$ cat src/rtl/uart_pkg.sv
// Shared encodings and defaults for the 16x oversampled UART receiver.
// Optional parity support is selected with UART_RX_PARITY_EN.
`timescale 1ns/1ps
package uart_pkg;

   localparam int DEF_OS_RATE   = 16;
   localparam int DEF_DATA_BITS = 8;
   localparam int DEF_CNT_WIDTH = 4;

   typedef enum logic [2:0] {
      ST_IDLE   = 3'd0,
      ST_START  = 3'd1,
      ST_DATA   = 3'd2,
      ST_PARITY = 3'd3,
      ST_STOP   = 3'd4,
      ST_BREAK  = 3'd5
   } state_t;

endpackage

$ cat src/rtl/sync_rise_det.sv
// Two-flop synchroniser with a registered rising-edge pulse.
// RST_VAL sets the idle level the sync chain resets to.
`timescale 1ns/1ps
module sync_rise_det #(
   parameter logic RST_VAL = 1'b0
) (
   input  logic clock,
   input  logic rst,
   input  logic d,
   output logic q,
   output logic rise
);

   logic r_s1;
   logic r_s2;
   logic r_s3;
   logic r_rise;

   // sync chain plus one delay stage; the pulse is registered so it
   // lands three clocks after the pin edge
   always_ff @(posedge clock) begin
      if (!rst) begin
         r_s1   <= RST_VAL;
         r_s2   <= RST_VAL;
         r_s3   <= RST_VAL;
         r_rise <= 1'b0;
      end else begin
         r_s1   <= d;
         r_s2   <= r_s1;
         r_s3   <= r_s2;
         r_rise <= r_s2 & ~r_s3;
      end
   end

   assign q    = r_s2;
   assign rise = r_rise;

endmodule

$ cat src/rtl/uart_rx_os16.sv
// UART receiver clocked by a 16x oversample tick, mid-bit sampling.
// Define UART_RX_PARITY_EN to expect an even parity bit (adds parity_err).
`timescale 1ns/1ps
module uart_rx_os16
   import uart_pkg::*;
#(
   parameter int DATA_BITS = DEF_DATA_BITS,
   parameter int OS_RATE   = DEF_OS_RATE,
   parameter int CNT_WIDTH = DEF_CNT_WIDTH
) (
   input  logic                 clock,
   input  logic                 rst,
   input  logic                 os_clk_in,
   input  logic                 rxd,
   output logic [DATA_BITS-1:0] rx_data,
   output logic                 rx_valid,
   input  logic                 rx_ready,
`ifdef UART_RX_PARITY_EN
   output logic                 parity_err,
`endif
   output logic                 frame_err,
   output logic                 overrun
);

   localparam int IDX_W = (DATA_BITS > 1) ? $clog2(DATA_BITS) : 1;

   localparam logic [CNT_WIDTH-1:0] C_HALF = CNT_WIDTH'(OS_RATE/2 - 1);
   localparam logic [CNT_WIDTH-1:0] C_FULL = CNT_WIDTH'(OS_RATE - 1);
   localparam logic [IDX_W-1:0]     C_LAST = IDX_W'(DATA_BITS - 1);

   logic                 w_os_tick;
   logic                 w_rxd_s;
   logic                 w_unused_os_lvl;
   logic                 w_unused_rxd_rise;

   state_t               r_state;
   state_t               w_state_nxt;
   logic [CNT_WIDTH-1:0] r_cnt;
   logic [CNT_WIDTH-1:0] w_cnt_nxt;
   logic [IDX_W-1:0]     r_idx;
   logic [IDX_W-1:0]     w_idx_nxt;
   logic [DATA_BITS-1:0] r_shift;
   logic [DATA_BITS-1:0] w_shift_nxt;
   logic                 w_deliver;
   logic                 w_ferr;
   logic                 r_deliver;
   logic                 r_frame_err;
   logic                 r_overrun;
   logic                 r_rx_valid;
   logic [DATA_BITS-1:0] r_rx_data;
`ifdef UART_RX_PARITY_EN
   logic                 w_perr;
   logic                 r_parity_err;
   logic                 r_parbad;
   logic                 w_parbad_nxt;
`endif

   sync_rise_det #(.RST_VAL(1'b0)) u_os_sync (
      .clock (clock),
      .rst   (rst),
      .d     (os_clk_in),
      .q     (w_unused_os_lvl),
      .rise  (w_os_tick)
   );

   sync_rise_det #(.RST_VAL(1'b1)) u_rxd_sync (
      .clock (clock),
      .rst   (rst),
      .d     (rxd),
      .q     (w_rxd_s),
      .rise  (w_unused_rxd_rise)
   );

   // frame FSM: next state, tick counter, bit index and shift register
   always_comb begin
      w_state_nxt = r_state;
      w_cnt_nxt   = r_cnt;
      w_idx_nxt   = r_idx;
      w_shift_nxt = r_shift;
      w_deliver   = 1'b0;
      w_ferr      = 1'b0;
`ifdef UART_RX_PARITY_EN
      w_perr       = 1'b0;
      w_parbad_nxt = r_parbad;
`endif
      if (w_os_tick) begin
         unique case (r_state)
            ST_IDLE: begin
               if (!w_rxd_s) begin
                  w_state_nxt = ST_START;
                  w_cnt_nxt   = '0;
`ifdef UART_RX_PARITY_EN
                  w_parbad_nxt = 1'b0;
`endif
               end
            end
            ST_START: begin
               if (r_cnt == C_HALF) begin
                  if (w_rxd_s) begin
                     w_state_nxt = ST_IDLE;
                  end else begin
                     w_state_nxt = ST_DATA;
                     w_cnt_nxt   = '0;
                     w_idx_nxt   = '0;
                  end
               end else begin
                  w_cnt_nxt = r_cnt + 1'b1;
               end
            end
            ST_DATA: begin
               if (r_cnt == C_FULL) begin
                  w_cnt_nxt   = '0;
                  w_shift_nxt = {w_rxd_s, r_shift[DATA_BITS-1:1]};
                  w_idx_nxt   = r_idx + 1'b1;
                  if (r_idx == C_LAST) begin
`ifdef UART_RX_PARITY_EN
                     w_state_nxt = ST_PARITY;
`else
                     w_state_nxt = ST_STOP;
`endif
                  end
               end else begin
                  w_cnt_nxt = r_cnt + 1'b1;
               end
            end
`ifdef UART_RX_PARITY_EN
            ST_PARITY: begin
               if (r_cnt == C_FULL) begin
                  w_cnt_nxt   = '0;
                  w_state_nxt = ST_STOP;
                  if (w_rxd_s != ^r_shift) begin
                     w_perr       = 1'b1;
                     w_parbad_nxt = 1'b1;
                  end
               end else begin
                  w_cnt_nxt = r_cnt + 1'b1;
               end
            end
`endif
            ST_STOP: begin
               if (r_cnt == C_FULL) begin
                  w_cnt_nxt = '0;
                  if (w_rxd_s) begin
                     w_state_nxt = ST_IDLE;
`ifdef UART_RX_PARITY_EN
                     w_deliver   = ~r_parbad;
`else
                     w_deliver   = 1'b1;
`endif
                  end else begin
                     w_state_nxt = ST_BREAK;
                     w_ferr      = 1'b1;
                  end
               end else begin
                  w_cnt_nxt = r_cnt + 1'b1;
               end
            end
            ST_BREAK: begin
               if (w_rxd_s) begin
                  w_state_nxt = ST_IDLE;
               end
            end
            default: begin
               w_state_nxt = ST_IDLE;
            end
         endcase
      end
   end

   // FSM state and datapath registers
   always_ff @(posedge clock) begin
      if (!rst) begin
         r_state     <= ST_IDLE;
         r_cnt       <= '0;
         r_idx       <= '0;
         r_shift     <= '0;
         r_deliver   <= 1'b0;
         r_frame_err <= 1'b0;
      end else begin
         r_state     <= w_state_nxt;
         r_cnt       <= w_cnt_nxt;
         r_idx       <= w_idx_nxt;
         r_shift     <= w_shift_nxt;
         r_deliver   <= w_deliver;
         r_frame_err <= w_ferr;
      end
   end

`ifdef UART_RX_PARITY_EN
   // parity error pulse and per-frame discard flag
   always_ff @(posedge clock) begin
      if (!rst) begin
         r_parity_err <= 1'b0;
         r_parbad     <= 1'b0;
      end else begin
         r_parity_err <= w_perr;
         r_parbad     <= w_parbad_nxt;
      end
   end

   assign parity_err = r_parity_err;
`endif

   // output holding register with valid/ready handshake and overrun
   always_ff @(posedge clock) begin
      if (!rst) begin
         r_rx_valid <= 1'b0;
         r_rx_data  <= '0;
         r_overrun  <= 1'b0;
      end else begin
         r_overrun <= 1'b0;
         if (r_deliver) begin
            if (!r_rx_valid || rx_ready) begin
               r_rx_data  <= r_shift;
               r_rx_valid <= 1'b1;
            end else begin
               r_overrun <= 1'b1;
            end
         end else if (r_rx_valid && rx_ready) begin
            r_rx_valid <= 1'b0;
         end
      end
   end

   assign rx_data   = r_rx_data;
   assign rx_valid  = r_rx_valid;
   assign frame_err = r_frame_err;
   assign overrun   = r_overrun;

endmodule

$ cat config.mk
export PLATFORM = sky130hd
export DESIGN_NAME = uart_rx_os16
export DESIGN_NICKNAME = d
export VERILOG_FILES = /design/src/rtl/uart_pkg.sv /design/src/rtl/sync_rise_det.sv /design/src/rtl/uart_rx_os16.sv
export SDC_FILE = /design/constraint.sdc
export NUM_CORES = 1
export LEC_CHECK = 0
export CORE_MARGIN = 1.5
export CORE_UTILIZATION = 50
export CTS_BUF_LIST = sky130_fd_sc_hd__clkbuf_16
export CTS_CLUSTER_SIZE = 10
export DETAILED_ROUTE_END_ITERATION = 12
export PLACE_DENSITY = 0.71
export SLEW_MARGIN = 20
export SYNTH_ARGS = -nofsm -noshare
export SYNTH_HDL_FRONTEND = slang
export SYNTH_SLANG_ARGS = --single-unit
$ cat constraint.sdc
create_clock -name clock -period 2.39 [get_ports clock]
set_clock_uncertainty 0.15 [all_clocks]
set_input_delay 0.3585 -clock clock [delete_from_list [all_inputs] [get_ports clock]]
set_output_delay 0.3585 -clock clock [all_outputs]
set_load 0.05 [all_outputs]
==> impl_results.html, run 1 <==
<h3>Flow metrics</h3>
<table>
<tr><th>Metric</th><th>Value</th></tr>
<tr><th colspan="2">Logic synthesis</th></tr>
<tr><td>Post-synth cell types</td><td>43</td></tr>
<tr><td>Largest cells by area</td><td>sky130_fd_sc_hd__dfxtp_1 45%, sky130_fd_sc_hd__mux2i_1 11%, sky130_fd_sc_hd__nor2b_1 8.3%</td></tr>
<tr><td>Commonest flop</td><td>sky130_fd_sc_hd__dfxtp_1</td></tr>
<tr><td>Synthesized netlist net count</td><td>166</td></tr>
<tr><td>Simple Share, Synth</td><td>26.2%</td></tr>
<tr><td>Leading area contributor after synthesis</td><td>sky130_fd_sc_hd__dfxtp_1</td></tr>
<tr><td>Top-area cell share</td><td>45.4%</td></tr>
<tr><td>FF+latch count, synth</td><td>36</td></tr>
<tr><td>Area share of xor/xnor cells in the synthesized design</td><td>0.552%</td></tr>
<tr><td>Synthesized cell area</td><td>0.00159 mm2</td></tr>
<tr><td>Number of synthesized flops with an enable pin</td><td>0</td></tr>
<tr><td>Synth top cell by count</td><td>sky130_fd_sc_hd__dfxtp_1</td></tr>
<tr><td>Number of warning messages in the yosys log</td><td>0</td></tr>
<tr><td>Fraction of the mapped netlist area in compound gates</td><td>9.86%</td></tr>
<tr><td>Cells after synthesis</td><td>158</td></tr>
<tr><td>Dominant combinational cell family by area after synthesis</td><td>simple AND/OR/NAND/NOR gates</td></tr>
<tr><td>Fraction of the yosys area taken by sequential cells</td><td>45.4%</td></tr>
<tr><td>Number of standard cells reported by yosys</td><td>158</td></tr>
<tr><td>Top cell types by occurrence after synthesis</td><td>36 x sky130_fd_sc_hd__dfxtp_1, 21 x sky130_fd_sc_hd__nor2b_1, 18 x sky130_fd_sc_hd__mux2i_1, 6 x sky130_fd_sc_hd__nand2_1</td></tr>
<tr><td>Yosys chip area</td><td>0.00159 mm2</td></tr>
<tr><td>Adder Share, Synth</td><td>2.37%</td></tr>
<tr><td>Fraction of registers with async set or reset after synthesis</td><td>0%</td></tr>
<tr><td>Synthesized area divided by synthesized cell count</td><td>10.0 um2</td></tr>
<tr><td>Multiplexer fraction of the synthesized cell area</td><td>11.4%</td></tr>
<tr><th colspan="2">Finish</th></tr>
<tr><td>Number of clock buffers in the layout</td><td>5</td></tr>
<tr><td>Combinational gate area</td><td>798 um2</td></tr>
<tr><td>Inserted Diodes</td><td>0</td></tr>
<tr><td>P&amp;R area growth vs syn</td><td>20.0%</td></tr>
<tr><td>Clock distribution area overhead in the final layout</td><td>7.43%</td></tr>
<tr><td>Number of standard cells in the layout, taps in and fillers out</td><td>218</td></tr>
<tr><td>Logic gate fraction of the total cell area</td><td>41.9%</td></tr>
<tr><td>Number of sequential cells</td><td>36</td></tr>
<tr><td>Highest-count cells in the layout ignoring fill and taps</td><td>36 x sky130_fd_sc_hd__dfxtp_1, 21 x sky130_fd_sc_hd__nor2b_1, 18 x sky130_fd_sc_hd__mux2i_1</td></tr>
<tr><td>Layout filler cell count</td><td>248</td></tr>
<tr><td>Non-clock buffers, area share</td><td>9.07%</td></tr>
<tr><td>Final net count</td><td>181</td></tr>
<tr><td>Cell group occupying the most layout area</td><td>logic gates</td></tr>
<tr><td>Most frequent logic cell in the layout</td><td>sky130_fd_sc_hd__dfxtp_1</td></tr>
<tr><td>Ratio of cells with drive above 1 in the final layout</td><td>7.47%</td></tr>
<tr><td>Number of ordinary and repair buffers in the finished layout</td><td>18</td></tr>
<tr><td>Footprint of the flip-flops and latches</td><td>721 um2</td></tr>
<tr><td>Layout inverter count without the clock tree</td><td>4</td></tr>
<tr><td>Multi-input comb cells</td><td>108</td></tr>
<tr><th colspan="2">Setup path</th></tr>
<tr><td>List of cells traversed by the critical path</td><td>clkdlybuf4s50_1</td></tr>
<tr><td>Startpoint class of the critical path</td><td>flip-flop</td></tr>
<tr><td>Critical Path Sink Type</td><td>primary output</td></tr>
<tr><td>Crit path largest cell delay</td><td>810 ps</td></tr>
<tr><td>Largest fanout on the critical path</td><td>2</td></tr>
<tr><td>Largest delay contributor family on the critical path</td><td>buffers and inverters</td></tr>
<tr><td>WS Path Type</td><td>reg -&gt; out</td></tr>
<tr><td>Slowest cell on the critical path</td><td>sky130_fd_sc_hd__clkdlybuf4s50_1</td></tr>
<tr><td>Worst EP arrival</td><td>1420 ps</td></tr>
<tr><td>WP buf/inv</td><td>1</td></tr>
<tr><td>Data required, critical path</td><td>1880 ps</td></tr>
<tr><th colspan="2">STA</th></tr>
<tr><td>Hold slack final</td><td>233 ps</td></tr>
<tr><td>Fin Setup TNS</td><td>0 ps</td></tr>
<tr><td>Fmax</td><td>0.519 GHz</td></tr>
<tr><td>Max-slew violation total from the final report</td><td>0</td></tr>
<tr><td>Final Worst Setup Slack</td><td>463 ps</td></tr>
<tr><td>Final period util</td><td>80.6%</td></tr>
<tr><td>Setup violation total in the final timing report</td><td>0</td></tr>
<tr><td>Max-slew headroom at the worst pin</td><td>61.1%</td></tr>
<tr><td>Number of hold violations in the final report</td><td>0</td></tr>
<tr><td>Setup repair after global routing missed its margin</td><td>no</td></tr>
<tr><td>Worst Max-Slew Pin Slew</td><td>579 ps</td></tr>
<tr><td>Min cycle time layout</td><td>1930 ps</td></tr>
<tr><th colspan="2">Detailed routing</th></tr>
<tr><td>Number of vias in the routed layout</td><td>1159</td></tr>
<tr><td>DR WL met3</td><td>134 um</td></tr>
<tr><td>Via-to-Cell Ratio</td><td>5.32</td></tr>
<tr><td>Initial detailed-routing violation count</td><td>52</td></tr>
<tr><td>Detailed-routing iteration count for the pre-antenna-repair pass</td><td>4</td></tr>
<tr><td>Top routing layer used</td><td>met4</td></tr>
<tr><td>Routed wl met2</td><td>1210 um</td></tr>
<tr><td>Post-detailed-route DRC marker count</td><td>0</td></tr>
<tr><td>Sum of routed wire segments on met1</td><td>1350 um</td></tr>
<tr><td>Total wirelength of the detailed-routed design</td><td>2730 um</td></tr>
<tr><td>Detail Route Antenna Nets</td><td>0</td></tr>
<tr><th colspan="2">Power and ir drop</th></tr>
<tr><td>Clk network pwr share</td><td>48.7%</td></tr>
<tr><td>Leakage</td><td>0.000736 uW</td></tr>
<tr><td>Switching power total</td><td>242 uW</td></tr>
<tr><td>Fraction of power spent switching nets</td><td>19.5%</td></tr>
<tr><td>Total power</td><td>1240 uW</td></tr>
<tr><td>Proportion of power drawn by combinational gates</td><td>2.4%</td></tr>
<tr><td>Sequential share of power</td><td>48.9%</td></tr>
<tr><td>Power per standard cell area</td><td>654 mW/mm2</td></tr>
<tr><td>Internal power</td><td>1000 uW</td></tr>
<tr><th colspan="2">Run status</th></tr>
<tr><td>Run status</td><td>complete, no violations</td></tr>
<tr><th colspan="2">Global routing</th></tr>
<tr><td>Grt total ovfl</td><td>0</td></tr>
<tr><td>Initial antenna violation count</td><td>0</td></tr>
<tr><td>First-pass GRT wire length</td><td>4840 um</td></tr>
<tr><td>Met3 track utilization from global routing</td><td>6.55%</td></tr>
<tr><td>Largest net degree at the start of global routing</td><td>25</td></tr>
<tr><td>Vias in the first global route</td><td>1070</td></tr>
<tr><td>Global route hottest layer</td><td>met2</td></tr>
<tr><td>GR Util All Layers</td><td>18.6%</td></tr>
<tr><td>Met1 Resource Use GR</td><td>24.7%</td></tr>
<tr><th colspan="2">Clock tree</th></tr>
<tr><td>Clock latency on the worst-skew pair</td><td>280 ps</td></tr>
<tr><td>Clock tree from TritonCTS</td><td>yes</td></tr>
<tr><td>Root Buffer Master</td><td>sky130_fd_sc_hd__clkbuf_16</td></tr>
<tr><td>Maximum root-to-sink buffer count</td><td>2</td></tr>
<tr><td>Total CTS buffers</td><td>5</td></tr>
<tr><td>Post-CTS clock slew at the launch and capture registers of the worst setup and hold paths</td><td>50 ps</td></tr>
<tr><td>Setup fix buffers added after clock tree synthesis</td><td>0</td></tr>
<tr><td>Clock sink count</td><td>36</td></tr>
<tr><td>CTS Hold Buffers Added</td><td>0</td></tr>
<tr><td>Clock H-tree levels</td><td>2</td></tr>
<tr><td>Number of instances resized during post-cts repair</td><td>0</td></tr>
<tr><th colspan="2">Floorplanning</th></tr>
<tr><td>I/O pins</td><td>16</td></tr>
<tr><td>Tapcells inserted</td><td>44</td></tr>
<tr><td>Die Size</td><td>0.00352 mm2</td></tr>
<tr><td>Starting density of the core</td><td>52.4%</td></tr>
<tr><th colspan="2">Worst hold path</th></tr>
<tr><td>Class of the most critical hold timing path</td><td>reg -&gt; reg</td></tr>
<tr><th colspan="2">Place</th></tr>
<tr><td>Setup Slack @ Placement</td><td>417 ps</td></tr>
<tr><td>Half-perimeter wire length after detailed placement</td><td>1840 um</td></tr>
<tr><td>Total placed cells including tap cells</td><td>210</td></tr>
<tr><td>Dpl cell area</td><td>0.00176 mm2</td></tr>
<tr><td>Port Buffers</td><td>15</td></tr>
<tr><td>GP Congestion</td><td>0.785</td></tr>
<tr><th colspan="2">Run</th></tr>
<tr><td>Number of warning messages in the logs</td><td>26</td></tr>
<tr><td>Maxcap violations</td><td>0</td></tr>
</table>
-- run 1: final timing paths --
kind,startpoint,endpoint,slack [ps],cells after the start
setup reg to reg,r_state[0]$_SDFFE_PN0P_,r_cnt[0]$_SDFFE_PN0P_,500,4
hold reg to reg,u_os_sync.r_s3$_SDFF_PN0_,u_os_sync.rise$_SDFF_PN0_,230,1
setup / recovery,rx_data[2]$_SDFFE_PN0P_,rx_data[2],460,1
hold / removal,u_os_sync.r_s3$_SDFF_PN0_,u_os_sync.rise$_SDFF_PN0_,230,1
-- run 1: power groups by stage --
stage / registers (uW) / logic (uW) / clock network [uW]
after floorplan: 618 / 20.9 / 0
after global placement: 621 / 30.3 / 0
final: 608 / 30.4 / 606
after CTS: 608 / 31.0 / 626
after global routing: 608 / 33.8 / 653
after detailed placement: 621 / 30.9 / 0
Run 1, floorplan with the power grid:
Pins as bars on the die edge. Tap cells in grey.
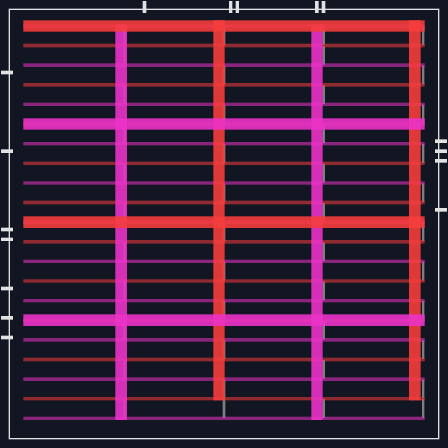
legend:
  red:
    net: VDD
  magenta:
    net: VSS
met1 rails: 21
tap cells: 44
rows: 20
met4 straps: 4
signal pins: 16
width of the chip: 59.3 um
die y size: 59.3 um
placeable core region: 0.00303 mm2
peak supply drop: 0.553 mV

Run 1, routing congestion:
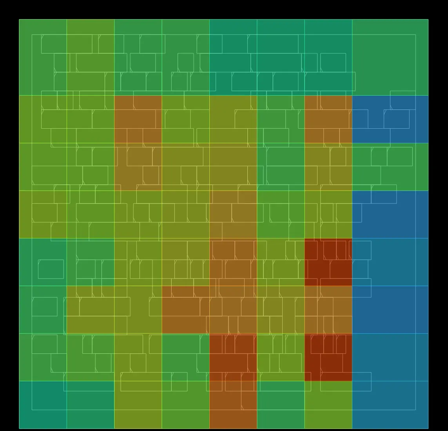
met2 capacity usage during global routing: 26.7%
average wire per cell in the routed design: 12.5 um

Run 1, cell classes on the final placement:
Bar = 20 um.
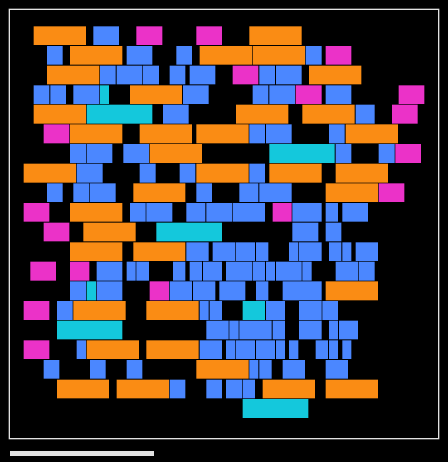
legend:
  magenta:
    class: remaining buffers and delay cells
    cells: 18
    share_of_their_area: 9.3%
  orange:
    class: sequential cells
    cells: 36
    share_of_their_area: 39%
  blue:
    class: combinational and other logic
    cells: 112
    share_of_their_area: 44%
  cyan:
    class: clock drivers and dummy loads
    cells: 8
    share_of_their_area: 7.7%
placement row count: 20
final core occ: 62.9%
Post-Layout Inst Area: 0.00190 mm2
fraction of standard cell area that is sequential: 37.9%

==> inputs of run 2 (changes only) <==
--- a/config.mk
+++ b/config.mk
@@ -10,7 +10,7 @@
 export CTS_BUF_LIST = sky130_fd_sc_hd__clkbuf_16
 export CTS_CLUSTER_SIZE = 10
 export DETAILED_ROUTE_END_ITERATION = 12
-export PLACE_DENSITY = 0.71
+export PLACE_DENSITY = 0.74
 export SLEW_MARGIN = 20
 export SYNTH_ARGS = -nofsm -noshare
 export SYNTH_HDL_FRONTEND = slang
==> constraint.sdc (replaced) <==
create_clock -name clock -period 1.75 [get_ports clock]
set_clock_uncertainty 0.15 [all_clocks]
set_input_delay 0.2625 -clock clock [delete_from_list [all_inputs] [get_ports clock]]
set_output_delay 0.2625 -clock clock [all_outputs]
set_load 0.05 [all_outputs]
Run 2, floorplan with the power grid:
Pins as bars on the die edge. Tap cells in grey.
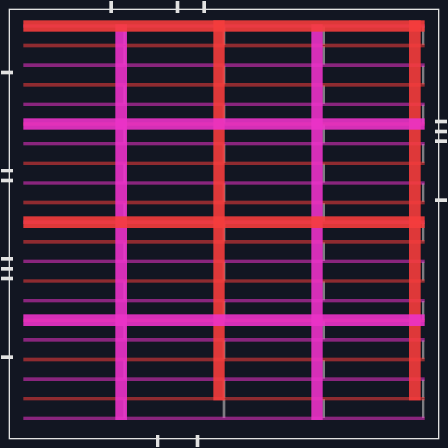
legend:
  red:
    net: VDD
  magenta:
    net: VSS
rows: 20
met1 rails: 21
met5 straps: 4
signal pins: 16

==> impl_results.html, run 2 <==
<h3>Flow metrics</h3>
<table>
<tr><th>Metric</th><th>Value</th></tr>
<tr><th colspan="2">Run status</th></tr>
<tr><td>Run status</td><td>complete, no violations</td></tr>
<tr><th colspan="2">STA</th></tr>
<tr><td>Min cycle time layout</td><td>1670 ps</td></tr>
<tr><td>Fmax</td><td>0.598 GHz</td></tr>
<tr><td>Final period util</td><td>95.5%</td></tr>
<tr><td>Max-slew violation total from the final report</td><td>0 (unchanged)</td></tr>
<tr><td>Hold slack final</td><td>231 ps (-2.27 ps)</td></tr>
<tr><td>Final Worst Setup Slack</td><td>79.1 ps (-384 ps)</td></tr>
<tr><td>Number of hold violations in the final report</td><td>0 (unchanged)</td></tr>
<tr><th colspan="2">Finish</th></tr>
<tr><td>Clock distribution area overhead in the final layout</td><td>6.75% (-0.68 points)</td></tr>
<tr><td>Fraction of standard cell area that is sequential</td><td>35.8% (-2.1 points)</td></tr>
<tr><td>Number of clock buffers in the layout</td><td>5 (unchanged)</td></tr>
<tr><td>Layout filler cell count</td><td>243 (-2.0%)</td></tr>
<tr><td>Final core occ</td><td>67.4% (+4.5 points)</td></tr>
<tr><td>P&amp;R area growth vs syn</td><td>28.5%</td></tr>
<tr><td>Logic gate fraction of the total cell area</td><td>42.2% (+0.26 points)</td></tr>
<tr><td>Combinational gate area</td><td>861 um2 (+7.8%)</td></tr>
<tr><td>Post-Layout Inst Area</td><td>0.00204 mm2 (+7.2%)</td></tr>
<tr><td>Inserted Diodes</td><td>0 (unchanged)</td></tr>
<tr><td>Number of sequential cells</td><td>36 (unchanged)</td></tr>
<tr><td>Non-clock buffers, area share</td><td>11.8% (+2.8 points)</td></tr>
<tr><td>Number of standard cells in the layout, taps in and fillers out</td><td>226 (+3.7%)</td></tr>
<tr><td>Layout inverter count without the clock tree</td><td>4 (unchanged)</td></tr>
<tr><td>Number of ordinary and repair buffers in the finished layout</td><td>27 (+9)</td></tr>
<tr><td>Cell group occupying the most layout area</td><td>logic gates</td></tr>
<tr><td>Final net count</td><td>190 (+5.0%)</td></tr>
<tr><th colspan="2">Logic synthesis</th></tr>
<tr><td>Leading area contributor after synthesis</td><td>sky130_fd_sc_hd__dfxtp_1</td></tr>
<tr><td>Number of synthesized flops with an enable pin</td><td>0 (unchanged)</td></tr>
<tr><td>Cells after synthesis</td><td>158 (unchanged)</td></tr>
<tr><td>Fraction of the mapped netlist area in compound gates</td><td>9.86% (unchanged)</td></tr>
<tr><td>Synthesized cell area</td><td>0.00159 mm2 (unchanged)</td></tr>
<tr><td>Simple Share, Synth</td><td>26.2% (unchanged)</td></tr>
<tr><td>Synthesized area divided by synthesized cell count</td><td>10.0 um2 (unchanged)</td></tr>
<tr><td>Largest cells by area</td><td>sky130_fd_sc_hd__dfxtp_1 45%, sky130_fd_sc_hd__mux2i_1 11%, sky130_fd_sc_hd__nor2b_1 8.3%</td></tr>
<tr><td>Adder Share, Synth</td><td>2.37% (unchanged)</td></tr>
<tr><td>Yosys chip area</td><td>0.00159 mm2 (unchanged)</td></tr>
<tr><td>Top cell types by occurrence after synthesis</td><td>36 x sky130_fd_sc_hd__dfxtp_1, 21 x sky130_fd_sc_hd__nor2b_1, 18 x sky130_fd_sc_hd__mux2i_1, 6 x sky130_fd_sc_hd__nand2_1</td></tr>
<tr><td>Multiplexer fraction of the synthesized cell area</td><td>11.4% (unchanged)</td></tr>
<tr><th colspan="2">Setup path</th></tr>
<tr><td>Largest fanout on the critical path</td><td>4 (+2)</td></tr>
<tr><td>Reg2reg start</td><td>r_cnt[1]$_SDFFE_PN0P_</td></tr>
<tr><td>Critical path destination</td><td>r_shift[7]$_SDFFE_PN0P_</td></tr>
<tr><td>Crit path largest cell delay</td><td>380 ps (-430 ps)</td></tr>
<tr><td>List of cells traversed by the critical path</td><td>ha_4 &gt; nand4b_4 &gt; nor3_4 &gt; buf_4 &gt; mux2i_1 &gt; nor2b_1</td></tr>
<tr><td>Slowest cell on the critical path</td><td>sky130_fd_sc_hd__dfxtp_2</td></tr>
<tr><td>R2R setup slack</td><td>80 ps (-420 ps)</td></tr>
<tr><td>Worst EP arrival</td><td>1690 ps (+270 ps)</td></tr>
<tr><td>WP buf/inv</td><td>1 (unchanged)</td></tr>
<tr><td>Startpoint class of the critical path</td><td>flip-flop</td></tr>
<tr><td>Critical Path Sink Type</td><td>flip-flop</td></tr>
<tr><td>Worst reg-to-reg path cell count</td><td>6 (+2)</td></tr>
<tr><th colspan="2">Floorplanning</th></tr>
<tr><td>Placement row count</td><td>20 (unchanged)</td></tr>
<tr><td>Placeable core region</td><td>0.00303 mm2 (unchanged)</td></tr>
<tr><td>Tapcells inserted</td><td>44 (unchanged)</td></tr>
<tr><td>Starting density of the core</td><td>52.4% (unchanged)</td></tr>
<tr><td>Die Size</td><td>0.00352 mm2 (unchanged)</td></tr>
<tr><th colspan="2">Clock tree</th></tr>
<tr><td>Post-CTS clock slew at the launch and capture registers of the worst setup and hold paths</td><td>50 ps (about the same)</td></tr>
<tr><td>Clock tree from TritonCTS</td><td>yes</td></tr>
<tr><td>Maximum root-to-sink buffer count</td><td>2 (unchanged)</td></tr>
<tr><td>CTS Hold Buffers Added</td><td>0 (unchanged)</td></tr>
<tr><td>Root Buffer Master</td><td>sky130_fd_sc_hd__clkbuf_16</td></tr>
<tr><td>Setup fix buffers added after clock tree synthesis</td><td>0 (unchanged)</td></tr>
<tr><td>Clock H-tree levels</td><td>2 (unchanged)</td></tr>
<tr><td>Clock latency on the worst-skew pair</td><td>270 ps (about the same)</td></tr>
<tr><td>Clock sink count</td><td>36 (unchanged)</td></tr>
<tr><td>Number of instances resized during post-cts repair</td><td>2 (+2)</td></tr>
<tr><th colspan="2">Global routing</th></tr>
<tr><td>Met2 capacity usage during global routing</td><td>32.7% (+6.0 points)</td></tr>
<tr><td>Grt total ovfl</td><td>0 (unchanged)</td></tr>
<tr><td>Global route hottest layer</td><td>met2</td></tr>
<tr><td>Vias in the first global route</td><td>1177 (+10%)</td></tr>
<tr><th colspan="2">Power and ir drop</th></tr>
<tr><td>Total power</td><td>1710 uW (+37%)</td></tr>
<tr><td>Clk. pwr</td><td>830 uW (+37%)</td></tr>
<tr><td>Power attributed to sequential cells</td><td>828 uW (+36%)</td></tr>
<tr><td>Peak supply drop</td><td>0.747 mV (+35%)</td></tr>
<tr><td>Power per standard cell area</td><td>838 mW/mm2 (+28%)</td></tr>
<tr><td>Main power-consuming group</td><td>the clock network</td></tr>
<tr><td>Proportion of power drawn by combinational gates</td><td>2.9% (+0.5 points)</td></tr>
<tr><td>Switching power total</td><td>339 uW (+40%)</td></tr>
<tr><td>Fraction of power spent switching nets</td><td>19.9% (+0.39 points)</td></tr>
<tr><th colspan="2">Detailed routing</th></tr>
<tr><td>Average wire per cell in the routed design</td><td>13.9 um (+11%)</td></tr>
<tr><td>Total wirelength of the detailed-routed design</td><td>3150 um (+15%)</td></tr>
<tr><td>Number of vias in the routed layout</td><td>1222 (+5.4%)</td></tr>
<tr><td>DR WL met3</td><td>122 um (-9.0%)</td></tr>
<tr><td>Sum of routed wire segments on met1</td><td>1370 um (+1.8%)</td></tr>
<tr><th colspan="2">Run</th></tr>
<tr><td>Maxcap violations</td><td>0 (unchanged)</td></tr>
<tr><td>Number of warning messages in the logs</td><td>26 (unchanged)</td></tr>
<tr><th colspan="2">Worst hold path</th></tr>
<tr><td>Hold Crit Endpoint</td><td>u_os_sync.rise$_SDFF_PN0_</td></tr>
<tr><td>Beginning of the worst hold path</td><td>u_os_sync.r_s3$_SDFF_PN0_</td></tr>
<tr><th colspan="2">Place</th></tr>
<tr><td>Total placed cells including tap cells</td><td>219 (+4.3%)</td></tr>
<tr><td>GP Congestion</td><td>0.823 (+4.9%)</td></tr>
</table>
run 2: cell count changes in the layout (fill, tap and decap cells not counted), moves of 2 or more:
cell	delta
sky130_fd_sc_hd__buf_4	+17
sky130_fd_sc_hd__inv_1	-2
sky130_fd_sc_hd__dfxtp_2	+4
sky130_fd_sc_hd__a21oi_2	+2
sky130_fd_sc_hd__buf_12	+2
sky130_fd_sc_hd__a21oi_1	-2
sky130_fd_sc_hd__dfxtp_1	-5
sky130_fd_sc_hd__clkdlybuf4s50_1	-11
run 2: logic make-up (layout without fill, tap and decap cells):
logic type	after synthesis	count (layout)
compound gates	22	22
buf+inv	14	38
mux	18	18
simple gates	64	64
flops	36	36
xor+xnor	1	1
fa+ha+maj	3	3
Power is estimated from default activity; no workload was simulated.
